--- src/rtl/tcam_rule_writer_pkg.sv ---
// Shared definitions for the TCAM rule writer: FSM encoding and SRL geometry.
// The TCAM stores each rule as 5-bit slices held in 32-deep shift-register LUTs.
package tcam_rule_writer_pkg;

    typedef enum logic [1:0] {
        ST_IDLE  = 2'd0,
        ST_SHIFT = 2'd1,
        ST_DONE  = 2'd2
    } state_t;

    localparam int SRL_DEPTH       = 32;
    localparam int SLICE_W         = 5;
    localparam int RULES_PER_GROUP = 8;
    localparam int CNT_W           = $clog2(SRL_DEPTH);

    localparam logic [CNT_W-1:0] CNT_MAX = CNT_W'(SRL_DEPTH - 1);

endpackage

--- src/rtl/tcam_rule_writer_slice_match_gen.sv ---
// One SRL content bit: does SRL address cnt match this rule's 5-bit value
// under its care mask (care bit 0 = don't-care)?
module slice_match_gen
    import tcam_rule_writer_pkg::*;
(
    input  logic [SLICE_W-1:0] cnt,
    input  logic [SLICE_W-1:0] value,
    input  logic [SLICE_W-1:0] care,
    output logic               match
);

    assign match = (((cnt ^ value) & care) == '0);

endmodule

--- src/rtl/tcam_rule_writer.sv ---
// Programs one 8-rule group of an SRL-based TCAM by shifting 32 precomputed
// match bits per slice, address 31 first, so address k ends holding key k.
module tcam_rule_writer
    import tcam_rule_writer_pkg::*;
#(
    parameter int W = 20,
    parameter int D = 64
) (
    input  logic                                  clk,
    input  logic                                  reset,
    input  logic                                  req_valid,
    output logic                                  req_ready,
    input  logic [$clog2(D/RULES_PER_GROUP)-1:0]  req_group,
    input  logic [RULES_PER_GROUP*W-1:0]          req_value,
    input  logic [RULES_PER_GROUP*W-1:0]          req_care,
    output logic [D/RULES_PER_GROUP-1:0]          we,
    output logic [W*RULES_PER_GROUP/SLICE_W-1:0]  rules,
    output logic                                  busy,
    output logic                                  done,
    output state_t                                dbg_state
);

    // Handshake: a request transfers on a rising edge where req_valid && req_ready;
    // the requester holds req_valid and data stable until that edge.

    localparam int GW    = D / RULES_PER_GROUP;
    localparam int GRP_W = $clog2(GW);
    localparam int NS    = W / SLICE_W;
    localparam int RW    = NS * RULES_PER_GROUP;
    localparam int VW    = RULES_PER_GROUP * W;

    state_t             state;
    logic [CNT_W-1:0]   cnt;
    logic [GRP_W-1:0]   grp_q;
    logic [VW-1:0]      value_q;
    logic [VW-1:0]      care_q;

    logic [CNT_W-1:0]   nxt_cnt;
    logic [VW-1:0]      sel_value;
    logic [VW-1:0]      sel_care;
    logic [RW-1:0]      match_nxt;

    // Match bits are computed for the cycle about to start so rules can be registered.
    always_comb begin
        nxt_cnt   = cnt - CNT_W'(1);
        sel_value = value_q;
        sel_care  = care_q;
        if (state == ST_IDLE) begin
            nxt_cnt   = CNT_MAX;
            sel_value = req_value;
            sel_care  = req_care;
        end
    end

    for (genvar i = 0; i < NS; i++) begin : g_slice
        for (genvar j = 0; j < RULES_PER_GROUP; j++) begin : g_rule
            slice_match_gen u_match (
                .cnt   (nxt_cnt),
                .value (sel_value[j*W + i*SLICE_W +: SLICE_W]),
                .care  (sel_care [j*W + i*SLICE_W +: SLICE_W]),
                .match (match_nxt[i*RULES_PER_GROUP + j])
            );
        end
    end

    always_ff @(posedge clk or posedge reset) begin
        if (reset) begin
            state   <= ST_IDLE;
            cnt     <= CNT_MAX;
            grp_q   <= '0;
            value_q <= '0;
            care_q  <= '0;
            we      <= '0;
            rules   <= '0;
            done    <= 1'b0;
        end else begin
            we    <= '0;
            rules <= '0;
            done  <= 1'b0;
            case (state)
                ST_IDLE: begin
                    if (req_valid) begin
                        grp_q   <= req_group;
                        value_q <= req_value;
                        care_q  <= req_care;
                        cnt     <= CNT_MAX;
                        we      <= GW'(1) << req_group;
                        rules   <= match_nxt;
                        state   <= ST_SHIFT;
                    end
                end
                ST_SHIFT: begin
                    if (cnt == '0) begin
                        done  <= 1'b1;
                        state <= ST_DONE;
                    end else begin
                        cnt   <= nxt_cnt;
                        we    <= GW'(1) << grp_q;
                        rules <= match_nxt;
                    end
                end
                ST_DONE: begin
                    cnt   <= CNT_MAX;
                    state <= ST_IDLE;
                end
                default: state <= ST_IDLE;
            endcase
        end
    end

    assign busy      = (state != ST_IDLE);
    assign req_ready = ~busy;
    assign dbg_state = state;

endmodule

--- config.mk ---
export PLATFORM = sky130hd
export DESIGN_NAME = tcam_rule_writer
export DESIGN_NICKNAME = d
export VERILOG_FILES = /design/src/rtl/tcam_rule_writer_pkg.sv /design/src/rtl/tcam_rule_writer_slice_match_gen.sv /design/src/rtl/tcam_rule_writer.sv
export SDC_FILE = /design/constraint.sdc
export NUM_CORES = 1
export LEC_CHECK = 0
export CAP_MARGIN = 20
export CORE_ASPECT_RATIO = 0.6
export CORE_MARGIN = 2
export CORE_UTILIZATION = 45
export CTS_BUF_LIST = sky130_fd_sc_hd__clkbuf_8
export CTS_CLUSTER_SIZE = 40
export DETAILED_ROUTE_END_ITERATION = 8
export MAX_ROUTING_LAYER = met4
export PLACE_DENSITY = 0.72
export SETUP_SLACK_MARGIN = 0.05
export SYNTH_ARGS = -nofsm -noshare
export SYNTH_HDL_FRONTEND = slang
export SYNTH_SLANG_ARGS = --single-unit
--- constraint.sdc ---
create_clock -name clk -period 17.45 [get_ports clk]
set_clock_uncertainty 0.2 [all_clocks]
set_input_delay 2.6175 -clock clk [delete_from_list [all_inputs] [get_ports clk]]
set_output_delay 2.6175 -clock clk [all_outputs]
set_load 0.05 [all_outputs]
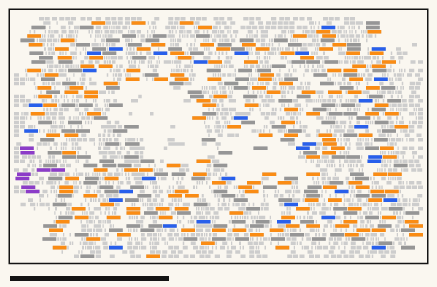
**Above:** sequential cells grouped by signal name.
The bar under the picture is 100 um long.
Key: rules = blue [placed flops 32, where all over the die]; care_q = orange [placed flops 160, where all over the die]; we = purple [placed flops 8]
Another 171 sequential cells are not colored.

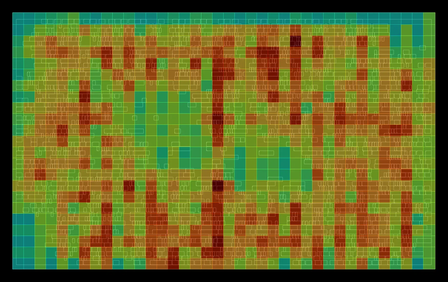
**Above:** routing congestion.
Most Used Layer, Global Route: met2
global routing usage summed across all routing layers: 0.265

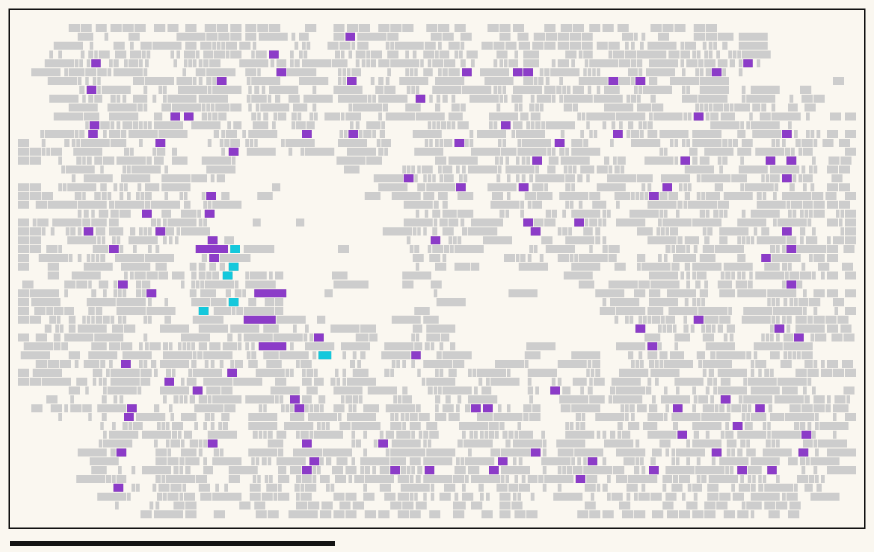
**Above:** logic cells by family.
The bar under the picture is 100 um long.
Key: xor and xnor cells = purple [cells 104, most used xnor2_1, where all over the die]; non-inverting ao/oa cells = cyan [cells 6, most used o22a_1, where west]

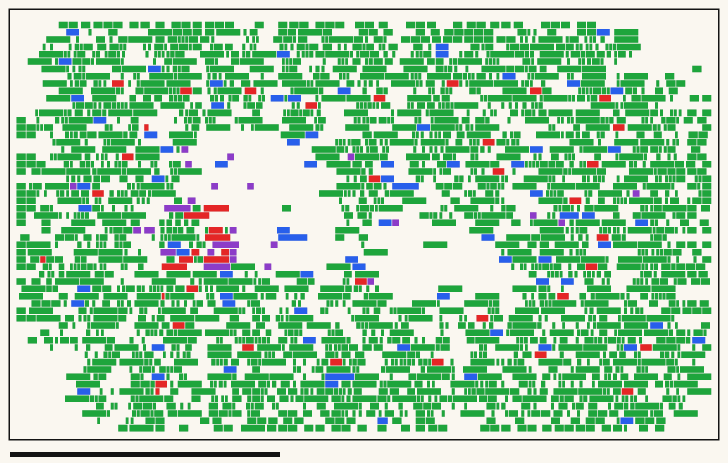
**Above:** cells by drive strength.
The bar under the picture is 100 um long.
Key: x2 = red [cells 43, share 1.8%]; x6 and larger = blue [cells 75, share 3.1%]; x1 and smaller = green [cells 2,284, share 94%]; x3 and x4 = purple [cells 25, share 1.0%]

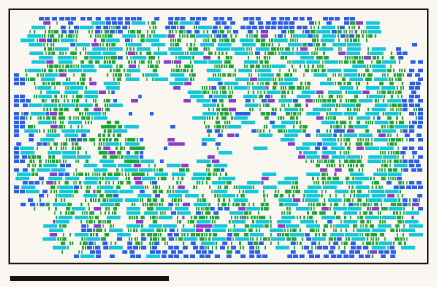
**Above:** placed cells, one color a class.
The bar under the picture is 100 um long.
Key: clock drivers and dummy loads = purple [cells 89, share of their area 4.8%]; remaining logic cells = green [cells 1,577, share of their area 37%]; sequential cells = cyan [cells 371, share of their area 41%]; remaining buffers and delay cells = blue [cells 390, share of their area 17%]

==> impl_metrics.env <==
# source this file to load flow results
export IMPL_sh_seq_area=0.399
export IMPL_cp_slowest_stage_delay_ns=0.98
export IMPL_final_hold_violation_tally=0
export IMPL_slew_headroom=0.259
export IMPL_initCoreUtil=0.460
export IMPL_syn_inst=2072
export IMPL_synthTopCellsByArea="dfrtp_1, nand2_1, o21ai_1"
export IMPL_area_growth_pct=28.8
export IMPL_first_iter_violations=1430
export IMPL_worst_slack_ns=11.13
export IMPL_layout_non_clock_inverters=160
export IMPL_synth_cellmix_xorXnorShare=0.0521
export IMPL_grt_overflow_total=0
export IMPL_nClkBuffers=70
export IMPL_route_vias_total=15950
export IMPL_placedInstanceArea_sq_mm=0.0221
export IMPL_m1WireLength_um=24000
export IMPL_number_of_buffers_created_by_cts=55
export IMPL_reg2reg_from="dbg_state[0]"
export IMPL_synth_cell_area_sq_mm=0.0181
export IMPL_sequential_cell_area_sq_mm=0.00929
export IMPL_first_global_vias=15963
export IMPL_synth_area_per_cell_sq_um=8.72
export IMPL_biggestCellCategory="sequential cells"
export IMPL_power_frac_seq=0.363
export IMPL_maxCapViolCount=0
export IMPL_fraction_of_the_mapped_netlist_area_in_compound_gates=0.114
export IMPL_timing_critical_path_from_type="flip-flop"
export IMPL_place_port_buffers=370
export IMPL_finalWeightedCongestion=0.854
export IMPL_switching_share=0.416
export IMPL_yosys_warnings=0
export IMPL_timing_reg2reg_worst_path_depth=6
export IMPL_fmax_mhz=158
export IMPL_critPathCapture="req_ready"
export IMPL_rsz0062_at_grt="false"
export IMPL_dp_hpwl_um=35900
export IMPL_final_setup_tns_ns=0
export IMPL_fillers=3342
export IMPL_non_clock_buffer_count=390
export IMPL_lay_top_count="nand2_1"
export IMPL_met2RoutedLength_um=24700
export IMPL_diodes=8
export IMPL_globalRouteMet2Util=0.395
export IMPL_crit_fanout=41
export IMPL_finalCriticalPeriod_ns=6.32
export IMPL_synth_comb_largest_family="simple AND/OR/NAND/NOR gates"
export IMPL_clockNetworkAreaShare=0.0468
export IMPL_register_to_register_setup_slack_ns=13.35
export IMPL_grt_start_max_net_pins=137
export IMPL_met1_global_route_usage=0.357
export IMPL_fp_dieW_um=263
export IMPL_worst_setup_path_startpoint="dbg_state[0]"
export IMPL_nNetsFinal=2722
export IMPL_grt_first_pass_wirelength_um=86300
export IMPL_hold_ws_ns=0.276
export IMPL_post_layout_nonfiller_instances=2957
export IMPL_multi_input_comb_cells=1417
export IMPL_total_switching_power_mw=1.77
export IMPL_die_y_um=159
export IMPL_yosysChipArea_sq_mm=0.0181
export IMPL_total_power_mw=4.24
export IMPL_route_detailed_wl_per_inst_um=18.5
export IMPL_layout_buffer_nonclock_area_share=0.167
export IMPL_post_cts_setup_bufs=0
export IMPL_highest_layer="met4"
export IMPL_hold_class="reg2reg"
export IMPL_result_of_the_run="finished, final reports clean"
export IMPL_timing_worst_setup_path_type="reg2out"
export IMPL_core_rowCount=56
export IMPL_final_antenna_net_count=0
export IMPL_power_ir_vdd_worst_mv=0.102
export IMPL_ctsHoldBuffers=0
export IMPL_chip_area_sq_mm=0.0418
export IMPL_cts_resized_gates=0
export IMPL_pwr_density_cell_mw_per_mm2=182
export IMPL_tightest_slew_ns=1.11
export IMPL_comb_share=0.332
export IMPL_detailroute_wirelength_met3_um=4550
export IMPL_taps=522
export IMPL_total_number_of_warnings_across_the_stage_logs=30
export IMPL_most_common_layout_cells="nand2_1, clkdlybuf4s50_1, dfrtp_1"
export IMPL_mappedNetlistNets=2399
export IMPL_ys_sh_simple=0.240
export IMPL_sequential_cell_total=371
export IMPL_preCtsSetupSlack_ns=10.99
export IMPL_p_leak_nw=11.1
export IMPL_detail_route_first_pass_iterations=6
export IMPL_grtUsageMet3=0.0643
export IMPL_critical_path_slowest_cell="clkdlybuf4s50_1"
export IMPL_fin_area_sq_mm=0.0233
export IMPL_fin_util=0.592
export IMPL_fraction_of_registers_with_async_set_or_reset_after_synthesis=1.00
export IMPL_layout_area_comb_sq_mm=0.00771
export IMPL_cpLargestDelayFamily="buffers and inverters"
export IMPL_clkTransAtPathRegs_ns=0.06
export IMPL_yosysTopAreaCell="dfrtp_1"
export IMPL_remaining_drc_errors=0
export IMPL_ys_seq_frac=0.514
export IMPL_clock_sink_count=371
export IMPL_final_layout_size_suffix_gt1_frac=0.0589
export IMPL_finalClockPeriodUsage=0.362
export IMPL_yosys_cells=2072
export IMPL_p_comb_frac=0.468
export IMPL_report_final_setup_viol=0
export IMPL_internal_power_mw=2.48
export IMPL_number_of_enable_type_register_cells_in_the_synthesized_netlist=0
export IMPL_critical_path_reg2reg_endpoint="care_q[144]"
[power groups by stage]
stage          Sequential, mW  Combinational, mW  Clock, mW
2_1_floorplan            1.62               1.31          0
5_1_grt                  1.59               2.18      0.775
3_3_place_gp             1.53               1.92          0
4_1_cts                  1.54               1.99      0.738
6_report                 1.54               1.98      0.719
3_5_place_dp             1.55               1.98          0
[Yosys cell counts, types with 2 or more instances]
| cell | count |
|---|---|
| a222oi_1 | 30 |
| o22ai_1 | 9 |
| buf_4 | 3 |
| nand2b_1 | 7 |
| dfrtp_1 | 366 |
| clkbuf_1 | 75 |
| a221oi_1 | 62 |
| buf_1 | 16 |
| xnor2_2 | 2 |
| a31oi_1 | 5 |
| o21ai_1 | 124 |
| o22a_1 | 4 |
| xor2_1 | 33 |
| nor2b_1 | 3 |
| o32ai_1 | 2 |
| o211ai_1 | 30 |
| buf_2 | 30 |
| nand2_1 | 762 |
| nor2_1 | 37 |
| or3_1 | 2 |
| nand4b_1 | 30 |
| or3b_1 | 2 |
| dfstp_2 | 5 |
| nor4_2 | 30 |
| nand3_1 | 61 |
| mux2i_1 | 30 |
| nor3_1 | 6 |
| or2_1 | 3 |
| inv_1 | 159 |
| a21oi_1 | 31 |
| xnor2_1 | 68 |
| nand3b_1 | 31 |
[registers in the layout (all words and copies together) (netlist names)]
signal and count:
cnt 5, done 1, grp_q 3, value_q 160, we 8, care_q 160, rules 32, dbg_state 2
[how the worst min path moves through the flow]
stage | cells after the start | endpoint | slack, ns | start
finish | 2 | care_q[112] | 0.28 | care_q[112]
global route | 2 | care_q[107] | 0.29 | care_q[107]
CTS | 2 | care_q[112] | 0.28 | care_q[112]
detailed placement | 2 | care_q[112] | 0.26 | care_q[112]
global placement | 2 | care_q[147] | 0.26 | care_q[147]
floorplan | 2 | care_q[69] | 0.25 | care_q[69]
